[src/rtl/conv_pkg.sv]
// Constants and loader state type shared by the convolution datapath and the
// frame loader that fills its kernel/image register arrays.
package conv_pkg;

    localparam int DATA_W  = 8;
    localparam int IMG_DIM = 5;
    localparam int K_DIM   = 3;
    localparam int IMG_N   = IMG_DIM * IMG_DIM;
    localparam int K_N     = K_DIM * K_DIM;
    localparam int IDX_W   = 5;

    typedef enum logic [1:0] {
        K_LOAD = 2'd0,
        I_LOAD = 2'd1,
        HOLD   = 2'd2
    } loader_state_e;

endpackage

[src/rtl/conv_frame_loader.sv]
// Deserialises a framed byte stream into row-major kernel/image arrays and holds
// the completed frame until the consumer acknowledges it.
module conv_frame_loader
    import conv_pkg::*;
(
    input  logic                 clk,
    input  logic                 rst_n,
    input  logic [DATA_W-1:0]    in_data,
    input  logic                 in_valid,
    output logic                 in_ready,
    input  logic                 in_last,
    input  logic                 reuse_kernel,
    output logic [DATA_W-1:0]    image [0:IMG_N-1],
    output logic [DATA_W-1:0]    kernel [0:K_N-1],
    output logic                 frame_valid,
    input  logic                 frame_ack,
    output logic                 err,
    output loader_state_e        dbg_state_o,
    output logic [IDX_W-1:0]     dbg_idx_o
);

    // Handshake: a beat transfers on a rising edge where in_valid && in_ready;
    // in_ready depends on the state register only, never on in_valid.
    localparam int KIDX_W = $clog2(K_N);
    localparam logic [IDX_W-1:0] K_LAST = IDX_W'(K_N - 1);
    localparam logic [IDX_W-1:0] I_LAST = IDX_W'(IMG_N - 1);

    loader_state_e      state_q, state_d;
    loader_state_e      start_q, start_d;
    logic [IDX_W-1:0]   idx_q, idx_d;
    logic               err_q, err_d;
    logic               in_ready_q, in_ready_d;
    logic               frame_valid_q, frame_valid_d;
    logic               kernel_we, image_we, accept;
    logic [DATA_W-1:0]  kernel_q [0:K_N-1];
    logic [DATA_W-1:0]  image_q [0:IMG_N-1];

    assign accept = in_valid && in_ready_q;

    always_comb begin
        state_d   = state_q;
        start_d   = start_q;
        idx_d     = idx_q;
        err_d     = 1'b0;
        kernel_we = 1'b0;
        image_we  = 1'b0;
        case (state_q)
            K_LOAD: begin
                if (accept) begin
                    kernel_we = 1'b1;
                    // A kernel beat is never the last beat of a frame.
                    if (in_last) begin
                        err_d   = 1'b1;
                        state_d = start_q;
                        idx_d   = '0;
                    end else if (idx_q == K_LAST) begin
                        state_d = I_LOAD;
                        idx_d   = '0;
                    end else begin
                        idx_d = idx_q + 1'b1;
                    end
                end
            end
            I_LOAD: begin
                if (accept) begin
                    image_we = 1'b1;
                    if (idx_q == I_LAST) begin
                        state_d = HOLD;
                        idx_d   = '0;
                        err_d   = !in_last;
                    end else if (in_last) begin
                        err_d   = 1'b1;
                        state_d = start_q;
                        idx_d   = '0;
                    end else begin
                        idx_d = idx_q + 1'b1;
                    end
                end
            end
            HOLD: begin
                if (frame_ack) begin
                    state_d = reuse_kernel ? I_LOAD : K_LOAD;
                    start_d = state_d;
                    idx_d   = '0;
                end
            end
            default: begin
                state_d = K_LOAD;
                start_d = K_LOAD;
                idx_d   = '0;
            end
        endcase
        in_ready_d    = (state_d != HOLD);
        frame_valid_d = (state_d == HOLD);
    end

    always_ff @(posedge clk or negedge rst_n) begin
        if (!rst_n) begin
            state_q       <= K_LOAD;
            start_q       <= K_LOAD;
            idx_q         <= '0;
            err_q         <= 1'b0;
            in_ready_q    <= 1'b1;
            frame_valid_q <= 1'b0;
        end else begin
            state_q       <= state_d;
            start_q       <= start_d;
            idx_q         <= idx_d;
            err_q         <= err_d;
            in_ready_q    <= in_ready_d;
            frame_valid_q <= frame_valid_d;
        end
    end

    always_ff @(posedge clk or negedge rst_n) begin
        if (!rst_n) begin
            for (int i = 0; i < K_N; i++) kernel_q[i] <= '0;
        end else if (kernel_we) begin
            kernel_q[idx_q[KIDX_W-1:0]] <= in_data;
        end
    end

    always_ff @(posedge clk or negedge rst_n) begin
        if (!rst_n) begin
            for (int i = 0; i < IMG_N; i++) image_q[i] <= '0;
        end else if (image_we) begin
            image_q[idx_q] <= in_data;
        end
    end

    assign kernel      = kernel_q;
    assign image       = image_q;
    assign in_ready    = in_ready_q;
    assign frame_valid = frame_valid_q;
    assign err         = err_q;
    assign dbg_state_o = state_q;
    assign dbg_idx_o   = idx_q;

endmodule

[config.mk]
export PLATFORM = sky130hd
export DESIGN_NAME = conv_frame_loader
export DESIGN_NICKNAME = d
export VERILOG_FILES = /design/src/rtl/conv_pkg.sv /design/src/rtl/conv_frame_loader.sv
export SDC_FILE = /design/constraint.sdc
export NUM_CORES = 1
export LEC_CHECK = 0
export CAP_MARGIN = 20
export CORE_MARGIN = 2
export CORE_UTILIZATION = 50
export CTS_BUF_LIST = sky130_fd_sc_hd__clkbuf_8
export DETAILED_ROUTE_END_ITERATION = 10
export HOLD_SLACK_MARGIN = 0.03
export PLACE_DENSITY = 0.9
export SYNTH_ARGS = -nofsm -noshare
export SYNTH_HDL_FRONTEND = slang
export SYNTH_SLANG_ARGS = --single-unit
[constraint.sdc]
create_clock -name clk -period 2.4 [get_ports clk]
set_input_delay 0.48 -clock clk [delete_from_list [all_inputs] [get_ports clk]]
set_output_delay 0.48 -clock clk [all_outputs]
set_load 0.01 [all_outputs]
==> Changelog: implementation, run 1 <==
### Changed

* Flop pwr share at between 40% and 50%
* Post-synth EDFFs at 0
* Yosys stat chip area at ~11,000 sq um
* Most used routing layer: met2
* Comb area leader: multiplexers
* Iteration-0 DRC Markers at approximately 300
* Max_slew headroom at 62.7%
* Synthesized flop and latch total at 283
* Ports at 296
* Yosys cell count at 709
* Startpoint types: flop
* Achievable clock frequency at about 0.43 GHz
* Port bufs at 295
* Reg area at 7090 sq um
* Post-CTS resize count at 2
* Worst-path clk slew at about 0.06 ns
* Hold_buf cts at 1
* CP Class: flop to primary output
* Final hold violation count at 0
* Final hold slack at 0.433 ns
* Global route overflow at 0
* Logic area at slightly below 4000 sq um
* Worst Path Buf+Inv at 2
* Floorplan Nets at slightly above 700
* Final clock-cell share at roughly 5.3%
* Placer Congestion at 0.831
* Pwr/cell area at 741 nW/um^2
* Comb. pwr at between 2 and 2.5 mW
* Wirelength per Cell at 22.3 um
* MaxCap Viol Count at 0
* M2 GR Usage at 43.4%
* Vias/cell at 5.38
* Most instantiated logic cells after routing: clkdlybuf4s50_1 (294), dfrtp_1 (279), mux2_2 (268)
* Final wirelength at 30.6 mm
* DRT Pass-1 Iters at 4
* Max-area cell class: flip-flops and latches
* Share of cells above drive strength 1 at 37.8%
* Slowest CP cell: clkdlybuf4s50_1
* Final Instance Count excl. Fillers at 1,370
* Final period util at 96.9%
* Invs w/o clock at 6
* XORs/XNORs by Area at less than 1%
* Syn Std Cell Area at about 11,000 sq um
* Worst-margin pin slew at approximately 0.56 ns
* # clk buffers at 53
* Req. time, crit path at ~1.9 ns
* Setup_tns at 0 ns
* NonClk Buf Share at 22.4%
* Crit Path Max Fanout at 12
* Half-perimeter wire length after placement at 20.2 mm
* DR DRC count at 0
* Synth top cell by count: dfrtp_1
* Top layer used by detailed routing: met5
* Vias at 7,375
* Root buffer cell: clkbuf_8
* Global-route met3 utilization at 6.96%
* Status: completed
* Comb power frac at 19.1%
* CTS Buffer Depth at 3
* Combinational share of cell area at 24.7%
* # placed instances at 1,291
* Met2 Wirelength at 15.2 mm
* Non-clk bufs at 354
* Count of tool warnings at 29
* Worst Reg-to-Reg Cells at 6
* Worst min path class: input port to asynchronous set/reset pin
* Internal power at between 8 and 9 mW
* Slew Limit Fails at 0
* CP cell instances: buf_4 > clkdlybuf4s50_1
* Setup Viol. Count Final at 0
* Met1 usage at 32.4%
* Worst setup margin at 0.0748 ns
* Net Sw Frac at around a quarter
* Detailed route wirelength on metal3 at about 2.1 mm
* Most numerous logic cell after layout: clkdlybuf4s50_1
* Critical Path End Type: primary output
* First-pass GRT wire length at 47.9 mm
* Synth unique cells at 49
* Simple-gate portion of the synthesized area at 5.30%
* Area leader, netlist: dfrtp_1
* Synthesized netlist cell count at 709
* Post-Route M1 WL at 12.1 mm
* Final Cell Area at 15,700 sq um
* Post-synthesis adder-cell area fraction at 0.447%
* Ys Warns at 0
* Biggest consumer: registers
* #MultiIn Comb at 369
* Synth cell count leaders: dfrtp_1 (282), mux2_2 (268), clkbuf_1 (33)
* Post-synth area hogs: dfrtp_1 (63%), mux2_2 (27%), clkbuf_1 (1.1%)
* Area grow syn2layout at 40.0%
* Std cell rows at 54
* Crit path DAT at 1.85 ns
* Area fraction in mux cells at 27.5%
* Ys async rst share at 100%
* Ys flop type: dfrtp_1
* Crit-path leading delay family: buffers and inverters
* TritonCTS Buffers at 45
* CTS tree: yes
* Vias in the first global route at around 8,000
* Period minus WS final at 2.33 ns
* H-tree depth at 2
* TAP cells at 280
* Synth top area share at 63.1%
* Sequential share of the synthesized area at 63.3%
* Final antenna-violating net count at 0
* Synth Area per Inst at 15.8 sq um
* Total Power at 11.6 mW
* Crit-path max cell delay at approximately 0.64 ns
[run 1: final timing paths]
check | to | slack, ns | from
worst max-delay path | dbg_state_o[0] | 0.07 | dbg_state_o[0]
worst min-delay path | image[21] | 0.43 | rst_n
worst max register to register | image[151] | 0.28 | dbg_idx_o[0]
worst min register to register | image[78] | 0.50 | image[78]
max in group asynchronous | kernel[3] | 1.22 | rst_n
min in group clk | image[78] | 0.50 | image[78]
[run 1: registers in the layout, indices dropped and copies added, names as in the netlist]
signal       flops
image          200
kernel          72
frame_valid      1
dbg_state_o      2
dbg_idx_o        5
in_ready         1
start_q          1
err              1
[run 1: worst reg2reg max path, cell delays in order, from the launching register on]
cell     delay, ns
dfrtp_1       0.45
inv_1         0.11
ha_1          0.40
inv_1         0.19
nor4_4        0.28
buf_4         0.22
mux2_2        0.35
Fig. 1: run 1, floorplan with the power grid
The bar under the picture is 50 um long. Pins as bars on the die edge.
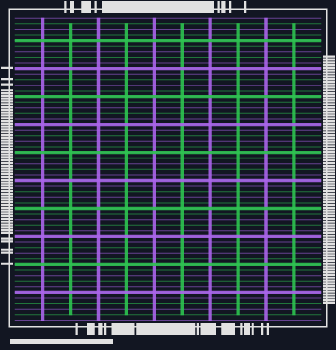
VSS: drawn in purple. VDD: drawn in green.
The core has 54 rows. 10 straps on met4. 296 signal pins sit on the boundary. 55 met1 rails follow the rows. 10 straps on met5.
Die Ht: 154 um
Core Area: 21,900 sq um
Peak VDD IR: 757 uV
die extent in x: 154 um

Fig. 2: run 1, cells coloured by class
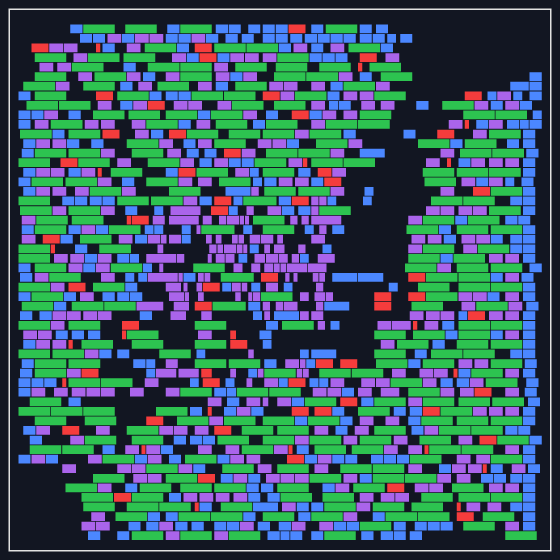
flip-flops: drawn in green, cells 283, share of their area 46%. all other logic: drawn in purple, cells 375, share of their area 25%. other buffers and delay cells: drawn in blue, cells 354, share of their area 23%. clock drivers and dummy loads: drawn in red, cells 76, share of their area 5.4%.
Final Util: 71.6%
sequential cell area share: 45.2%

Fig. 3: run 1, clock distribution
The bar under the picture is 50 um long.
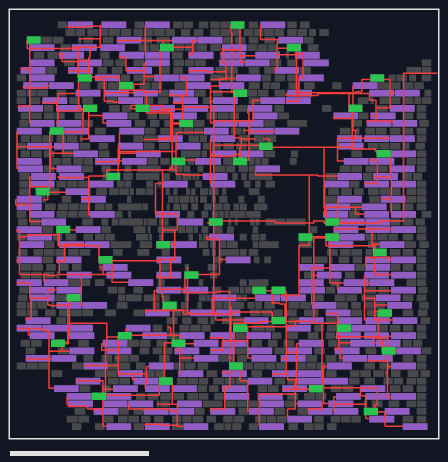
clock wires: drawn in red, length 3,670 um. cells driving clock nets: drawn in green, count 45. flip-flops: drawn in purple, count 283.
There are 46 routed clock nets. Position of the flops: spread over the die.
clock network power: 3.85 mW
clock power share: 33.1%
clk_lat worst skew: 0.57 ns
Clock Skew: 0.0222 ns

Fig. 4: run 1, clock nets
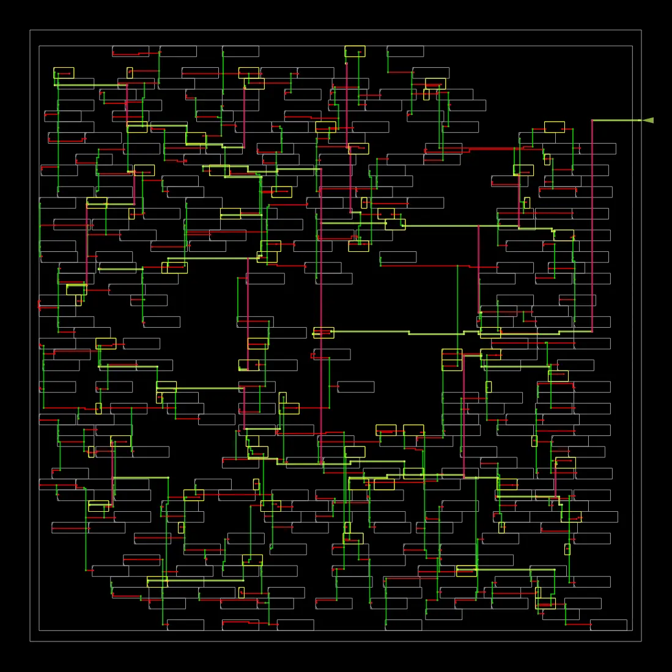

--- run 2 (diff from run 1) ---
==> constraint.sdc (replaced) <==
create_clock -name clk -period 2.3 [get_ports clk]
set_input_delay 0.46 -clock clk [delete_from_list [all_inputs] [get_ports clk]]
set_output_delay 0.46 -clock clk [all_outputs]
set_load 0.01 [all_outputs]
Fig. 5: run 2, clock nets
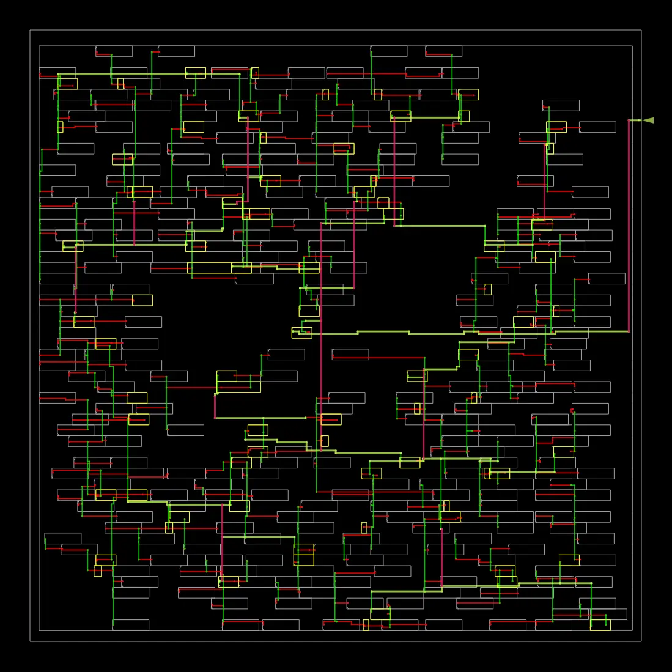
Clock Skew: 0.0189 ns
clk_lat worst skew: 0.55 ns

Fig. 6: run 2, cells coloured by class
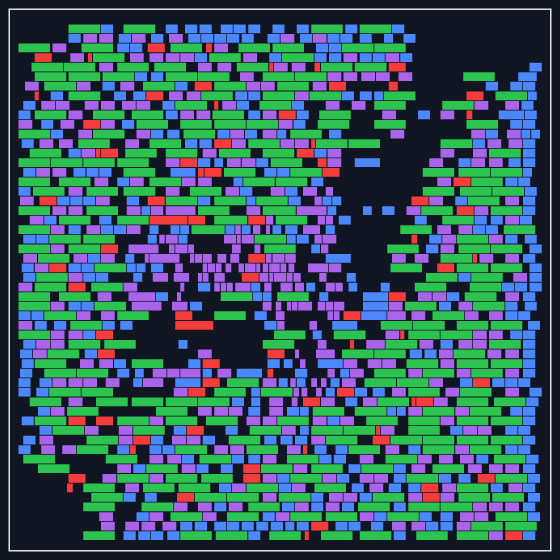
other buffers and delay cells: drawn in blue, cells 363, share of their area 23%. flip-flops: drawn in green, cells 283, share of their area 46%. clock drivers and dummy loads: drawn in red, cells 80, share of their area 5.9%. all other logic: drawn in purple, cells 375, share of their area 25%.
sequential cell area share: 44.7%
std cell rows: 54
Final Util: 72.5%

Fig. 7: run 2, clock distribution
The bar under the picture is 50 um long.
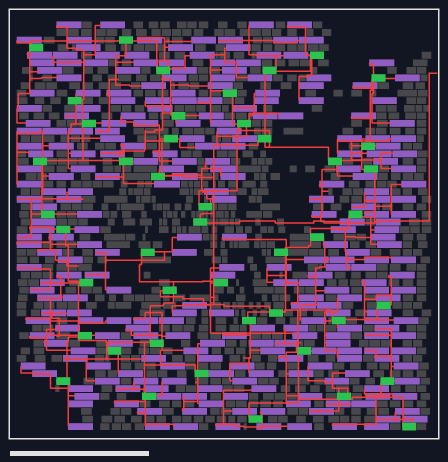
clock power share: 34.8%
clock network power: 4.34 mW

==> run 2 against run 1 <==
Effect of this change:
- global-route usage rose by 0.30 points
- register-to-register slack got worse by 0.06 ns
- utilization increased by 0.89 points
- wire length grew 2.0%
- synthesized cell count is the same
- highest routed layer unchanged
==> Changelog: implementation, run 2 <==
### Changed

* Final hold violation count at 0
* Area leader, netlist: dfrtp_1
* Top layer used by detailed routing: met5
* Most numerous logic cell after layout: clkdlybuf4s50_1
* CP cell instances: clkdlybuf4s50_1
* Final Instance Count excl. Fillers at 1,383
* TritonCTS Buffers at 45
* Vias in the first global route at roughly 8,100
* Internal power at 9.21 mW
* M2 GR Usage at 44.0%
* Startpoint types: flop
* Root buffer cell: clkbuf_8
* Comb area leader: multiplexers
* Met2 Wirelength at 15.5 mm
* Port bufs at 295
* #MultiIn Comb at 369
* H-tree depth at 2
* MaxCap Viol Count at 0
* Worst Reg-to-Reg Cells at 6
* Final period util at 98.3%
* Simple-gate portion of the synthesized area at 5.30%
* Crit Path Max Fanout at 10
* Final hold slack at 0.463 ns
* Flop pwr share at 46.5%
* Reg area at between 7000 and 8000 sq um
* Yosys stat chip area at 11,200 sq um
* Area grow syn2layout at 41.8%
* Synth unique cells at 49
* Sequential share of the synthesized area at 63.3%
* Final Cell Area at 15,900 sq um
* Post-synthesis adder-cell area fraction at 0.447%
* Global-route met3 utilization at 7.72%
* Period minus WS final at 2.26 ns
* Core Area at 21,900 sq um
* Crit-path leading delay family: flip-flops
* Final clock-cell share at 5.80%
* Iteration-0 DRC Markers at 338
* Combinational share of cell area at 24.4%
* Count of tool warnings at 29
* Global route overflow at 0
* CTS Buffer Depth at 3
* Post-synth EDFFs at 0
* Detailed route wirelength on metal3 at 2.37 mm
* Half-perimeter wire length after placement at between 20 and 25 mm
* Req. time, crit path at 1.84 ns
* DRT Pass-1 Iters at 5
* CTS tree: yes
* Comb power frac at 18.6%
* Post-Route M1 WL at 12.4 mm
* Vias at 7,468
* Synthesized flop and latch total at 283
* Most used routing layer: met2
* Max-area cell class: flip-flops and latches
* # clk buffers at about 55
* Critical Path End Type: primary output
* Most instantiated logic cells after routing: clkdlybuf4s50_1 (294), dfrtp_1 (280), mux2_2 (268)
* Synth Area per Inst at 15.8 sq um
* Worst Path Buf+Inv at 1
* XORs/XNORs by Area at 0.0783%
* Die extent in x at roughly 150 um
* Crit path DAT at 1.80 ns
* Max reg flops at 200
* Final wirelength at 31.2 mm
* DR DRC count at 0
* Setup_tns at 0 ns
* Ys Warns at 0
* Floorplan Nets at 727
* Logic area at 3870 sq um
* Worst min path class: input port to asynchronous set/reset pin
* Worst-margin pin slew at between 0.5 and 0.6 ns
* Crit-path max cell delay at 0.64 ns
* Synth cell count leaders: dfrtp_1 (282), mux2_2 (268), clkbuf_1 (33)
* Achievable clock frequency at ~0.44 GHz
* Share of cells above drive strength 1 at 39.1%
* Setup Viol. Count Final at 0
* Met1 usage at 33.0%
* Wirelength per Cell at 22.5 um
* Non-clk bufs at 363
* Final antenna-violating net count at 0
* Total Power at 12.5 mW
* Invs w/o clock at 6
* # placed instances at 1,300
* Max_slew headroom at 65.6%
* Ys async rst share at 100%
* Synth top area share at 63.1%
* Worst setup margin at 0.0402 ns
* Largest net degree at the start of global routing at between 60 and 70
* Peak VDD IR at 700 uV
* TAP cells at 280
* Vias/cell at 5.40
* Worst-path clk slew at 0.06 ns
* Pwr/cell area at ~800 nW/um^2
* First-pass GRT wire length at roughly 48 mm
* CP Class: flop to primary output
* Status: completed
* Yosys cell count at 709
==> run 2: path summary, 6_finish.rpt <==
| kind | start | endpoint | slack, ns |
|---|---|---|---|
| worst max-delay path | in_ready | in_ready | 0.04 |
| worst min-delay path | rst_n | image[10] | 0.46 |
| worst max register to register | dbg_idx_o[0] | image[146] | 0.22 |
| worst min register to register | image[25] | image[25] | 0.50 |
| max in group asynchronous | rst_n | image[78] | 1.09 |
| min in group clk | image[25] | image[25] | 0.50 |
==> run 2: power by group through the flow <==
stage / sequential, mW / combinational, mW / clock (mW)
after floorplan: 6.06 / 0.630 / 0
after global placement: 5.83 / 2.27 / 0
after detailed placement: 5.87 / 2.33 / 0
after CTS: 5.79 / 2.35 / 4.43
after global routing: 5.85 / 2.46 / 4.64
final: 5.80 / 2.32 / 4.34
--- run 3 (diff from run 2) ---
--- a/config.mk
+++ b/config.mk
@@ -5,6 +5,7 @@
 export SDC_FILE = /design/constraint.sdc
 export NUM_CORES = 1
 export LEC_CHECK = 0
+export ABC_CLOCK_PERIOD_IN_PS = 2300
 export CAP_MARGIN = 20
 export CORE_MARGIN = 2
 export CORE_UTILIZATION = 50
@@ -12,6 +13,7 @@
 export DETAILED_ROUTE_END_ITERATION = 10
 export HOLD_SLACK_MARGIN = 0.03
 export PLACE_DENSITY = 0.9
+export SLEW_MARGIN = 5
 export SYNTH_ARGS = -nofsm -noshare
 export SYNTH_HDL_FRONTEND = slang
 export SYNTH_SLANG_ARGS = --single-unit
Fig. 8: run 3, cells coloured by class
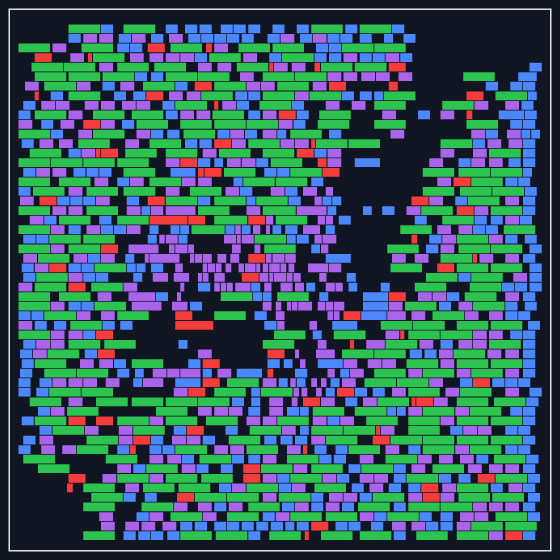
all other logic: drawn in purple, cells 375, share of their area 25%. other buffers and delay cells: drawn in blue, cells 363, share of their area 23%. flip-flops: drawn in green, cells 283, share of their area 46%. clock drivers and dummy loads: drawn in red, cells 80, share of their area 5.9%.
Final Cell Area: 15,900 sq um

Fig. 9: run 3, routed metal, one colour a layer
The bar under the picture is 50 um long.
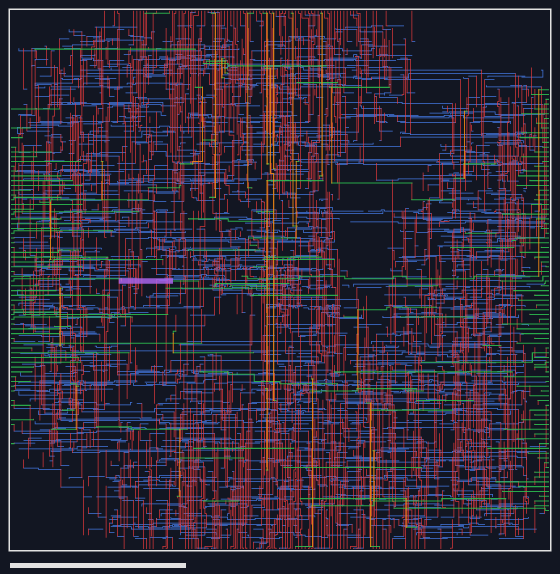
met2: drawn in red, wire length 15,500 um. met4: drawn in orange, wire length 840 um. met5: drawn in purple, wire length 13.8 um. met3: drawn in green, wire length 2,370 um. met1: drawn in blue, wire length 12,400 um.
Wirelength per Cell: 22.5 um
Vias: 7,468
final wirelength: 31.2 mm
Global Route Usage Sum: 26.3%

Fig. 10: run 3, clock nets
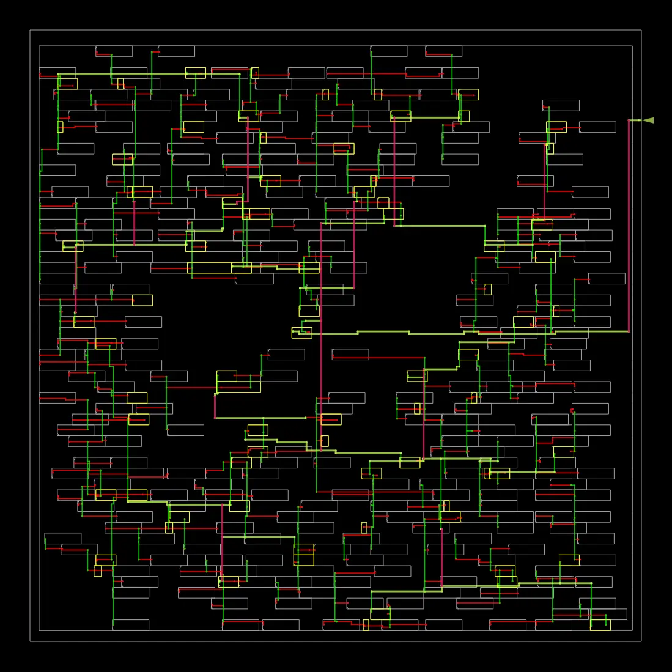
TritonCTS Buffers: 45
Flops: 283
# clock sinks: 283

==> run 3 against run 2 <==
Effect of this change:
- wire length unchanged
- sequential share of layout area unchanged
- register-to-register slack barely moved
- cell count unchanged
- largest power group unchanged
==> Changelog: implementation, run 3 <==
### Changed

* Status: completed
* Clock Skew at about 0.019 ns
* XORs/XNORs by Area at 0.0783%
* Ys async rst share at 100%
* Synth unique cells at around 49
* Met2 Wirelength at 15.5 mm
* Crit-path leading delay family: flip-flops
* DRT Pass-1 Iters at 5
* #MultiIn Comb at 369
* Final hold slack at 0.463 ns
* Std cell rows at 54
* CTS tree: yes
* Period minus WS final at 2.26 ns
* Crit Path Max Fanout at 10
* Reg area at 7090 sq um
* Ports at 296
* H-tree depth at 2
* Port bufs at 295
* Global-route met3 utilization at 7.72%
* Seq pwr at 5.80 mW
* MaxCap Viol Count at 0
* Slowest CP cell: dfstp_2
* Final antenna-violating net count at 0
* Slew Limit Fails at 0
* Clock network power at 4.34 mW
* Detailed route wirelength on metal3 at 2.37 mm
* Most numerous logic cell after layout: clkdlybuf4s50_1
* CP Class: flop to primary output
* Post-CTS resize count at 1
* Pwr/cell area at 785 nW/um^2
* Syn Std Cell Area at roughly 11,000 sq um
* Achievable clock frequency at about 0.44 GHz
* Ys flop type: dfrtp_1
* Crit path DAT at 1.80 ns
* Synth cell count leaders: dfrtp_1 (282), mux2_2 (268), clkbuf_1 (33)
* Worst Path Buf+Inv at 1
* Worst setup margin at 0.0402 ns
* Final clock-cell share at 5.80%
* Global route overflow at 0
* CTS Buffer Depth at 3
* Vias in the first global route at roughly 8,100
* Yosys stat chip area at 11,200 sq um
* Invs w/o clock at 6
* Die Ht at 154 um
* Setup_tns at 0 ns
* Post-synth EDFFs at 0
* Floorplan Nets at between 700 and 800
* Worst-path clk slew at roughly 0.06 ns
* Core Area at between 20,000 and 25,000 sq um
* Half-perimeter wire length after placement at ~21 mm
* Total Power at 12.5 mW
* # clk buffers at between 50 and 60
* Max-area cell class: flip-flops and latches
* Setup Viol. Count Final at 0
* Comb. pwr at 2.32 mW
* Comb power frac at between 10% and 20%
* Most instantiated logic cells after routing: clkdlybuf4s50_1 (294), dfrtp_1 (280), mux2_2 (268)
* # placed instances at 1,300
* Net Sw Frac at 26.1%
* Synth Area per Inst at ~16 sq um
* Yosys cell count at 709
* Peak VDD IR at 700 uV
* CP cell instances: clkdlybuf4s50_1
* M2 GR Usage at 44.0%
* Max reg flops at 200
* Iteration-0 DRC Markers at about 340
* Biggest consumer: registers
* Flop pwr share at 46.5%
* Share of cells above drive strength 1 at roughly two fifths
* Startpoint types: flop
* Crit-path max cell delay at ~0.64 ns
* Non-clk bufs at 363
* Max_slew headroom at 65.6%
* TAP cells at 280
* Clk_lat worst skew at 0.55 ns
* Post-synth area hogs: dfrtp_1 (63%), mux2_2 (27%), clkbuf_1 (1.1%)
* Comb area leader: multiplexers
* Critical Path End Type: primary output
* Root buffer cell: clkbuf_8
* Post-Route M1 WL at 12.4 mm
* Synth top cell by count: dfrtp_1
* Placer Congestion at 0.849
* Logic area at around 3900 sq um
* Sequential share of the synthesized area at a little over three fifths
* Final hold violation count at 0
* Final period util at 98.3%
* Area fraction in mux cells at 27.5%
* Met1 usage at between 30% and 40%
* Area grow syn2layout at 41.8%
* DR DRC count at 0
* Final Instance Count excl. Fillers at ~1,400
* Post-synthesis adder-cell area fraction at 0.447%
* Internal power at 9.21 mW
* Area leader, netlist: dfrtp_1
* Synthesized netlist cell count at 709
* Sequential cell area share at 44.7%
* Count of tool warnings at 29
* Combinational share of cell area at 24.4%
==> run 3: cell counts after synthesis <==
No cell type changed its count.
==> run 3: final timing paths <==
kind	start	to	slack [ns]	depth (start not counted)
setup / recovery	in_ready	in_ready	0.04	1
hold / removal	rst_n	image[10]	0.46	2
setup reg to reg	dbg_idx_o[0]	image[146]	0.22	6
hold reg to reg	image[25]	image[25]	0.50	1
max in group asynchronous	rst_n	image[78]	1.09	3
min in group clk	image[25]	image[25]	0.50	1
==> run 3: worst reg2reg max path, cell delays in order (launching register included) <==
cell     delay [ns]
dfrtp_1        0.45
inv_1          0.11
ha_1           0.36
inv_1          0.18
nor4_4         0.27
buf_4          0.23
mux2_2         0.37
No activity file was given, so power comes from the tool's default toggle rates.
